M3 wires:
Scale bar: 20 um.
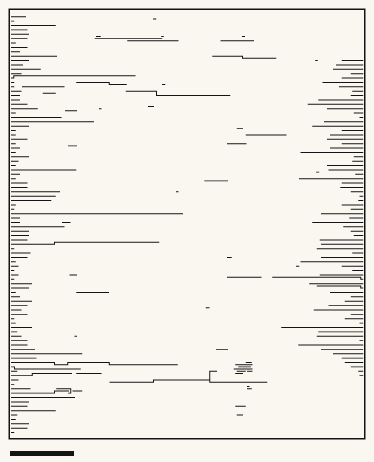
Signal wires on met4:
Supply wires on this layer in gray.
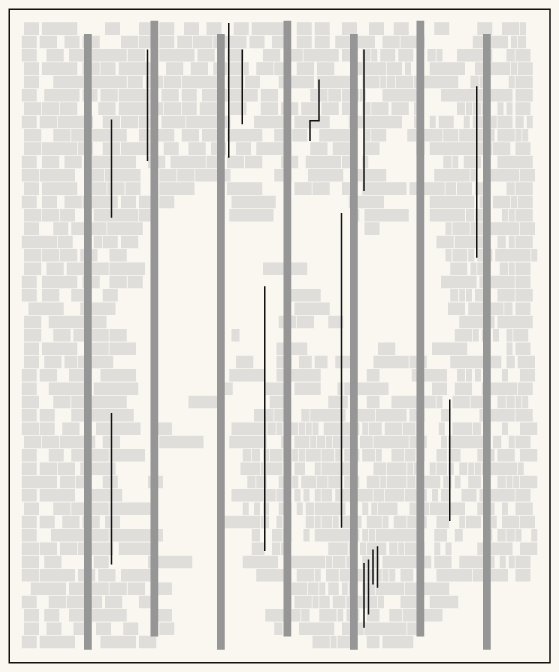
Drive-strength map:
Scale bar: 20 um.
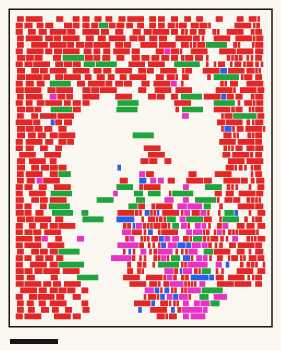
Cell outlines without signal wires:
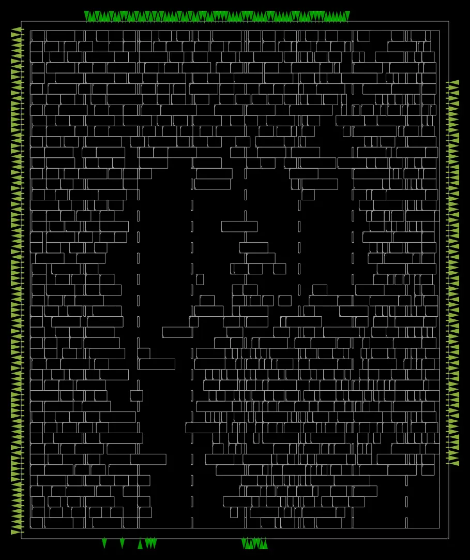
Metal layers overlaid:
Scale bar: 20 um.
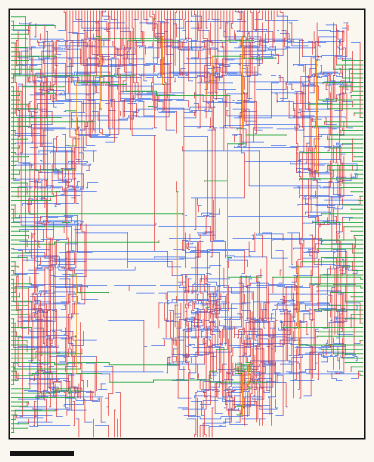
[src/rtl/axi_lite_pkg.sv]
// Shared AXI-Lite definitions: register-master FSM state encoding and response codes.
package axi_lite_pkg;

  typedef enum logic [2:0] {
    IDLE         = 3'd0,
    WR_ADDR_DATA = 3'd1,
    WR_RESP      = 3'd2,
    RD_ADDR      = 3'd3,
    RD_DATA      = 3'd4,
    RSP          = 3'd5
  } state_t;

  localparam logic [1:0] RESP_OKAY   = 2'b00;
  localparam logic [1:0] RESP_EXOKAY = 2'b01;
  localparam logic [1:0] RESP_SLVERR = 2'b10;
  localparam logic [1:0] RESP_DECERR = 2'b11;

endpackage

[src/rtl/axi_timeout_counter.sv]
// Per-transaction watchdog: reloads on clr, counts down while en, flags the last allowed cycle.
module axi_timeout_counter #(
  parameter int TIMEOUT_CYCLES = 1024
) (
  input  logic clk,
  input  logic rst,
  input  logic clr,
  input  logic en,
  output logic expired
);

  localparam int CW = (TIMEOUT_CYCLES > 2) ? $clog2(TIMEOUT_CYCLES) : 1;
  localparam logic [CW-1:0] LOAD = CW'(TIMEOUT_CYCLES - 1);

  logic [CW-1:0] count;

  always_ff @(posedge clk) begin
    if (rst || clr) begin
      count <= LOAD;
    end else if (en && (count != '0)) begin
      count <= count - CW'(1);
    end
  end

  // count reaches zero on the TIMEOUT_CYCLES-th enabled cycle
  assign expired = en && (count == '0);

endmodule

[src/rtl/axi_lite_reg_master.sv]
// Single-outstanding AXI-Lite register master: one command in, one AXI transaction, one response out.
module axi_lite_reg_master
  import axi_lite_pkg::*;
#(
  parameter int ADDR_WIDTH     = 32,
  parameter int DATA_WIDTH     = 32,
  parameter int TIMEOUT_CYCLES = 1024,
  localparam int STROBE_WIDTH  = DATA_WIDTH / 8
) (
  input  logic                    clk,
  input  logic                    rst,
  input  logic                    i_cmd_valid,
  output logic                    o_cmd_ready,
  input  logic                    i_cmd_write,
  input  logic [ADDR_WIDTH-1:0]   i_cmd_addr,
  input  logic [DATA_WIDTH-1:0]   i_cmd_data,
  input  logic [STROBE_WIDTH-1:0] i_cmd_strb,
  output logic                    o_rsp_valid,
  input  logic                    i_rsp_ready,
  output logic [DATA_WIDTH-1:0]   o_rsp_data,
  output logic [1:0]              o_rsp_resp,
  output logic                    o_rsp_timeout,
  output logic                    o_awvalid,
  input  logic                    i_awready,
  output logic [ADDR_WIDTH-1:0]   o_awaddr,
  output logic                    o_wvalid,
  input  logic                    i_wready,
  output logic [DATA_WIDTH-1:0]   o_wdata,
  output logic [STROBE_WIDTH-1:0] o_wstrb,
  input  logic                    i_bvalid,
  output logic                    o_bready,
  input  logic [1:0]              i_bresp,
  output logic                    o_arvalid,
  input  logic                    i_arready,
  output logic [ADDR_WIDTH-1:0]   o_araddr,
  input  logic                    i_rvalid,
  output logic                    o_rready,
  input  logic [1:0]              i_rresp,
  input  logic [DATA_WIDTH-1:0]   i_rdata
);

  state_t state, state_nxt;

  logic                    cmd_accept;
  logic                    aw_hs, w_hs;
  logic                    aw_done, w_done;
  logic                    active;
  logic                    expired;
  logic [ADDR_WIDTH-1:0]   addr_q;
  logic [DATA_WIDTH-1:0]   data_q;
  logic [STROBE_WIDTH-1:0] strb_q;
  logic [DATA_WIDTH-1:0]   rsp_data_q;
  logic [1:0]              rsp_resp_q;
  logic                    rsp_timeout_q;

  assign cmd_accept = i_cmd_valid && o_cmd_ready;
  assign aw_hs      = o_awvalid && i_awready;
  assign w_hs       = o_wvalid && i_wready;
  assign active     = (state == WR_ADDR_DATA) || (state == WR_RESP) ||
                      (state == RD_ADDR) || (state == RD_DATA);

  axi_timeout_counter #(
    .TIMEOUT_CYCLES(TIMEOUT_CYCLES)
  ) u_timeout (
    .clk    (clk),
    .rst    (rst),
    .clr    (cmd_accept),
    .en     (active),
    .expired(expired)
  );

  always_ff @(posedge clk) begin
    if (rst) begin
      state <= IDLE;
    end else begin
      state <= state_nxt;
    end
  end

  // A final response arriving on the expiring cycle still completes normally.
  always_comb begin
    state_nxt = state;
    case (state)
      IDLE: begin
        if (cmd_accept) begin
          state_nxt = i_cmd_write ? WR_ADDR_DATA : RD_ADDR;
        end
      end
      WR_ADDR_DATA: begin
        if (expired) begin
          state_nxt = RSP;
        end else if ((aw_done || aw_hs) && (w_done || w_hs)) begin
          state_nxt = WR_RESP;
        end
      end
      WR_RESP: begin
        if (i_bvalid || expired) begin
          state_nxt = RSP;
        end
      end
      RD_ADDR: begin
        if (expired) begin
          state_nxt = RSP;
        end else if (i_arready) begin
          state_nxt = RD_DATA;
        end
      end
      RD_DATA: begin
        if (i_rvalid || expired) begin
          state_nxt = RSP;
        end
      end
      RSP: begin
        if (i_rsp_ready) begin
          state_nxt = IDLE;
        end
      end
      default: state_nxt = IDLE;
    endcase
  end

  always_comb begin
    o_cmd_ready = 1'b0;
    o_awvalid   = 1'b0;
    o_wvalid    = 1'b0;
    o_bready    = 1'b0;
    o_arvalid   = 1'b0;
    o_rready    = 1'b0;
    o_rsp_valid = 1'b0;
    case (state)
      IDLE:         o_cmd_ready = !rst;
      WR_ADDR_DATA: begin
        o_awvalid = !aw_done;
        o_wvalid  = !w_done;
      end
      WR_RESP:      o_bready    = 1'b1;
      RD_ADDR:      o_arvalid   = 1'b1;
      RD_DATA:      o_rready    = 1'b1;
      RSP:          o_rsp_valid = 1'b1;
      default:      o_cmd_ready = 1'b0;
    endcase
  end

  always_ff @(posedge clk) begin
    if (rst) begin
      addr_q        <= '0;
      data_q        <= '0;
      strb_q        <= '0;
      aw_done       <= 1'b0;
      w_done        <= 1'b0;
      rsp_data_q    <= '0;
      rsp_resp_q    <= RESP_OKAY;
      rsp_timeout_q <= 1'b0;
    end else begin
      if (cmd_accept) begin
        addr_q  <= i_cmd_addr;
        data_q  <= i_cmd_data;
        strb_q  <= i_cmd_strb;
        aw_done <= 1'b0;
        w_done  <= 1'b0;
      end
      if (aw_hs) begin
        aw_done <= 1'b1;
      end
      if (w_hs) begin
        w_done <= 1'b1;
      end
      if ((state == WR_RESP) && i_bvalid) begin
        rsp_data_q    <= '0;
        rsp_resp_q    <= i_bresp;
        rsp_timeout_q <= 1'b0;
      end else if ((state == RD_DATA) && i_rvalid) begin
        rsp_data_q    <= i_rdata;
        rsp_resp_q    <= i_rresp;
        rsp_timeout_q <= 1'b0;
      end else if (expired) begin
        rsp_data_q    <= '0;
        rsp_resp_q    <= RESP_SLVERR;
        rsp_timeout_q <= 1'b1;
      end
    end
  end

  assign o_awaddr      = addr_q;
  assign o_araddr      = addr_q;
  assign o_wdata       = data_q;
  assign o_wstrb       = strb_q;
  assign o_rsp_data    = rsp_data_q;
  assign o_rsp_resp    = rsp_resp_q;
  assign o_rsp_timeout = rsp_timeout_q;

endmodule

[config.mk]
export PLATFORM = sky130hd
export DESIGN_NAME = axi_lite_reg_master
export DESIGN_NICKNAME = d
export VERILOG_FILES = /design/src/rtl/axi_lite_pkg.sv /design/src/rtl/axi_timeout_counter.sv /design/src/rtl/axi_lite_reg_master.sv
export SDC_FILE = /design/constraint.sdc
export NUM_CORES = 1
export LEC_CHECK = 0
export ABC_AREA = 1
export ABC_CLOCK_PERIOD_IN_PS = 1700
export CAP_MARGIN = 20
export CORE_AREA = 2 2 108 131
export DETAILED_ROUTE_END_ITERATION = 7
export DIE_AREA = 0 0 110 133
export PLACE_DENSITY = 0.84
export RECOVER_POWER = 100
export REMOVE_ABC_BUFFERS = 1
export SETUP_SLACK_MARGIN = 0.1
export SLEW_MARGIN = 20
export SYNTH_ARGS = -nofsm -noshare
export SYNTH_HDL_FRONTEND = slang
export SYNTH_SLANG_ARGS = --single-unit
[constraint.sdc]
create_clock -name clk -period 1.7 [get_ports clk]
set_clock_uncertainty 0.05 [all_clocks]
set_input_delay 0.34 -clock clk [delete_from_list [all_inputs] [get_ports clk]]
set_output_delay 0.34 -clock clk [all_outputs]
set_load 0.005 [all_outputs]
==> results.txt <==
Summary of implementation figures.

Final layout
The end-of-flow core utilization is 60.6%. The number of antenna diodes in the final layout is 1. The non-clock inverter count in the final layout is 29. In the final layout, clock buffers and inverters account for 7.53% of the cell area. The post-layout net count is 877. The sequential cell area is 2380 um2.

Among logic cells in the layout, the one with the most instances is dlygate4sd2_1. The number of inserted filler cells in the final layout is 1165. The layout report lists the multi-input gate area as 1900 um2.

Power and ir drop
The reported leakage power is 3.72 nW. The internal power summed over all cells is 7.57 mW. The flow reports power dissipated in the clock network as 3.72 mW. The switching power summed over all nets is 3.48 mW.

The power consumption is 11.0 mW. The relative contribution of combinational cells to total power is 33.1%. The power density over the cells is 1350 nW/um2.

Net switching is 31.5% of the power. The sequential share of power is 33.2%.

Route
The routed length on met3 is 1650 um. In this run, the number of DRC markers left after iteration 0 of detailed routing was 190. The number of iterations in the first detailed-routing pass is 5.

The post-route met1 wirelength is 5830 um. Per the detail_route log, met2 wirelength is 8050 um.

STA
The relative max-transition margin is 53.8%. The highest clock frequency the design can meet is 594 MHz. The minimum hold slack is 0.208 ns. Setup total negative slack on the finished layout was measured at 0 ns. The final count of pins violating max slew is 0.

At the pin with the least slew margin, the transition time is 0.693 ns. From the final report, the count of setup violators was given as 0.

Clock tree
Per the TritonCTS log, the buffer count is 17. The clock drives 118 sinks. The buffers inserted during post-CTS setup optimization is 7. The clock input transition at the sequential cells of the worst setup and hold paths is 0.06 ns.

Worst setup path
The path depth of the worst reg2reg path is 8. The cell family contributing the most delay on the critical path is simple AND/OR/NAND/NOR gates. The critical path's slowest stage uses the library cell dfxtp_4. The data required time at the worst endpoint is 1.31 ns. Per STA, the endpoint of the critical path is o_cmd_ready.

The kind of end point of the critical path is an output port. The startpoint identified for the worst register-to-register timing path is u_timeout.count[2]. The endpoint identified for the worst register-to-register timing path is state[1]. In this run the critical path is formed by nor2_4 > nand2_2 > nor2_4 > buf_6.

The arrival time reported for the critical path endpoint is 1.29 ns.

Floorplanning
The vertical die dimension reported for this design is 133 um. Pin placement for this block handled 256 I/O pins.

Synth
The synthesized netlist devotes 15.0% of its cell area to simple gates. The cell-mix breakdown from Yosys lists the adder-cell area share as 0.543%. The number of instances in the synthesized netlist is 504. The Yosys step of the flow raised 0 warnings. Among all flip-flop cells after synthesis, the most frequent one is dfxtp_1. The cell with the most instances after synthesis is dfxtp_1.

Global route
The wire length of the first global-routing pass is 22300 um. The met2 layer usage reported by global route is 33.9%. The met1 usage is 20.7%.

Run
The number of logged tool warnings is 28.

Hold path
In the hold report, the worst path ends at o_wdata[1]. The path category of the worst min-delay check is in -> reg.

Place
The number of placed instances, taps included is 889. After detailed placement, the total cell area comes to 7190 um2. The routability congestion estimate is 0.916. The HPWL reported at the end of detailed placement is 10000 um.

Outcome
The run finished with clean final reports.
About 'M3 wires':
The wires run mostly horizontal. The longest straight run is 53.1 um. 191 nets have wire on it. The layer holds 10% of the routed length.
Total Routed Length: 15900 um
routed via count: 4765
met3 capacity usage during global routing: 8.82%

About 'signal wires on met4':
The longest straight run is 63.9 um. 12 nets have wire on it. The wires run mostly vertical. The layer holds 2.3% of the routed length.

About 'drive-strength map':
Key: blue = x2 [cells 29]; magenta = x3 and x4 [cells 62]; green = x6 and larger [cells 48]; red = x1 and smaller [cells 635]
Non-Clock Buffer Count: 303
least setup slack across all paths after layout: 0.0167 ns
cell area after layout: 8160 um2
Syn-to-layout area delta: 77.1%

About 'cell outlines without signal wires':
sequential cell area share: 29.1%
floorplan row count: 47
Tapcells: 171

About 'metal layers overlaid':
Key: red = M2 [wire length 8050 um]; green = M3 [wire length 1650 um]; blue = M1 [wire length 5830 um]; orange = M4 [wire length 373 um]
aggregate global-route resource usage: 19.9%
post-DR wirelength/cell: 16.8 um

Power is estimated from default activity; no workload was simulated.
